### Layout detail

The bar under the picture is 5 µm long. Region (24, 38) to (44, 58) µm. Cells in grey, sequential cells in the stronger grey; small squares are vias.
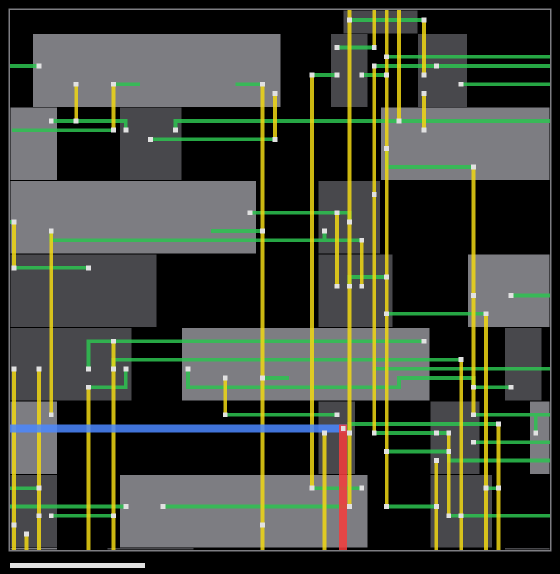
### Sequential cells coloured by netlist name

The bar under the picture is 20 µm long. Other sequential cells in the stronger grey, the rest of the logic in the fainter grey.
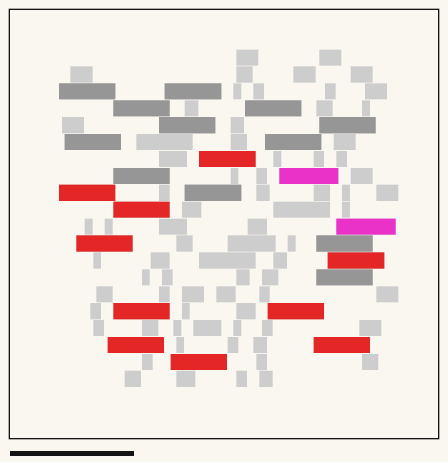
### Metal layers overlaid

The bar under the picture is 20 µm long.
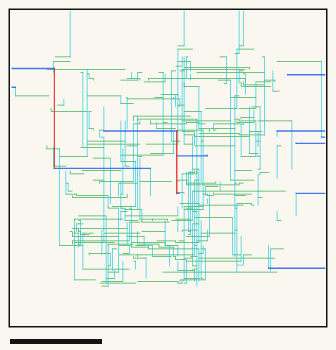
### Logic cells by family

The bar under the picture is 20 µm long.
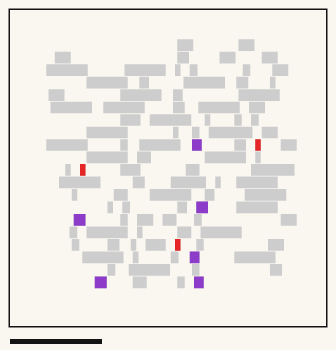
Design clock_tick_ctrl, sky130hd; sources not shown.
==> qor.yml <==
cp_slowest_stage_delay_ns: 0.57
required_ns: 1.36
power_density_nw_per_um2: 1360
drtAntennaViolNets: 0
grt_max_degree: 25
rsz0062_at_grt: "no"
numPortBuffers: 11
end_kind: "output pin"
cts_setup_buffers: 0
tritoncts: "built"
yosysTopAreaCell: "dfrtp_1"
yosys_cells: 82
status: "complete, no violations"
yosysUniqueCellTypes: 30
r2r_cells: 4
r2r_setup_slack_ns: 0.16
min_path_cells: 0
cts.path.max_buffers: 2
die_h_um: 68.9
pre_cts_ws_ns: 0.162
yosysChipArea_um2: 970
drive_gt1_frac: 0.133
h-tree-depth: 1
cp.buffers_inverters: 1
core_um2: 3340
clk_latency_ns: 0.25
nNetsFinal: 106
drc: 0
gp_congestion: 0.668
ys.warnings.count: 0
drt_pre_antenna_iters: 4
p_int_mw: 1.17
grt_pass1_vias: 737
initialDrtViolationCount: 8
floorplan.die_area_um2: 4740
cts.clk_slew.worst_paths_ns: 0.06
ioPinCount: 12
maxCapViolCount: 0
fmax_mhz: 625
comb_power_share: 0.219
power.leakage_nw: 0.501
fin_setup_tns_ns: 0
warnings: 26
## Picture notes: 'Layout detail'
[green] met1
[blue] met3
[red] met4
[yellow] met2
most frequent: dfrtp_1 (5)
cells with their middle in the window: 17
sequential cells in the window: 5

## Picture notes: 'Sequential cells coloured by netlist name'
[red] `cnt` | flops: 10
[magenta] `mode_o` | flops: 2
Seq power: 805 µW
Final Util: 0.369
flop share of the area: 0.489
sequential cell area: 603 µm²

## Picture notes: 'Metal layers overlaid'
[red] met4 | wire length: 35.4 µm
[blue] met3 | wire length: 97.3 µm
[cyan] met2 | wire length: 1020 µm
[green] met1 | wire length: 1010 µm
GRT Total Usage: 0.111
drt total wl: 2160 µm
vias: 682
wire per inst: 15.0 µm

## Picture notes: 'Logic cells by family'
[purple] AND and OR gates | cells: 6
[red] inverters | cells: 3
final cell count without fillers: 144
Comb area share: 0.283

==> cells in the final DEF, fill, tap and decap left out <==
cell type         n
nor2_1            7
clkdlybuf4s50_1  11
a21oi_1           4
o221ai_1          1
mux2i_1           1
ha_1              1
nand4_2           2
nand4b_1          1
o21ai_0           5
inv_1             3
a22oi_1           2
clkinv_1          1
dfrtp_1          22
o31ai_1           1
nor4b_1           1
or3_1             2
buf_4             3
or3_2             1
xnor2_1           2
or4_1             2
nand3b_1          1
nor2b_1           2
clkbuf_16         3
nand2_1           4
a31oi_1           1
dfrtp_2           2
nor3_1            4
xor2_1            1
and2_1            1
o31ai_4           1
nor4_1            1
nand3_1           3
nand3_2           1
==> power groups by stage <==
stage	sequential [mW]	clock (mW)	combinational, mW
global route	0.827	0.548	0.424
detailed placement	0.815	0	0.374
floorplan	0.782	0	0.233
finish	0.805	0.500	0.367
global placement	0.805	0	0.362
CTS	0.807	0.517	0.378
==> kinds of logic (layout without fill, tap and decap cells) <==
kind of cell / after synthesis / count (layout) / share of synthesized area
AND/OR/NAND/NOR: 33 / 33 / 0.203
buffers and inverters: 5 / 21 / 0.0206
adder cells (fa/ha/maj): 1 / 1 / 0.0129
flip-flops: 24 / 24 / 0.619
multiplexers: 1 / 1 / 0.0103
XOR/XNOR: 3 / 3 / 0.0271
AND-OR/OR-AND: 15 / 15 / 0.107
==> cell type report <==
type / instances / share of cell area
inverter: 3 / 0.00914
sequential: 24 / 0.489
tap: 46 / 0.0467
multi-input combinational: 53 / 0.283
clock inverter: 1 / 0.00305
clock buffer: 3 / 0.0609
timing repair buffer: 14 / 0.108
==> layer usage <==
layer,global-route usage,vias up,part of all wire
met5,0,-,0
met4,0.0438,0,0.016
met3,0.0389,5,0.045
met2,0.173,11,0.47
met1,0.139,339,0.47
li1,-,327,-
Power and IR drop assume default switching activity.
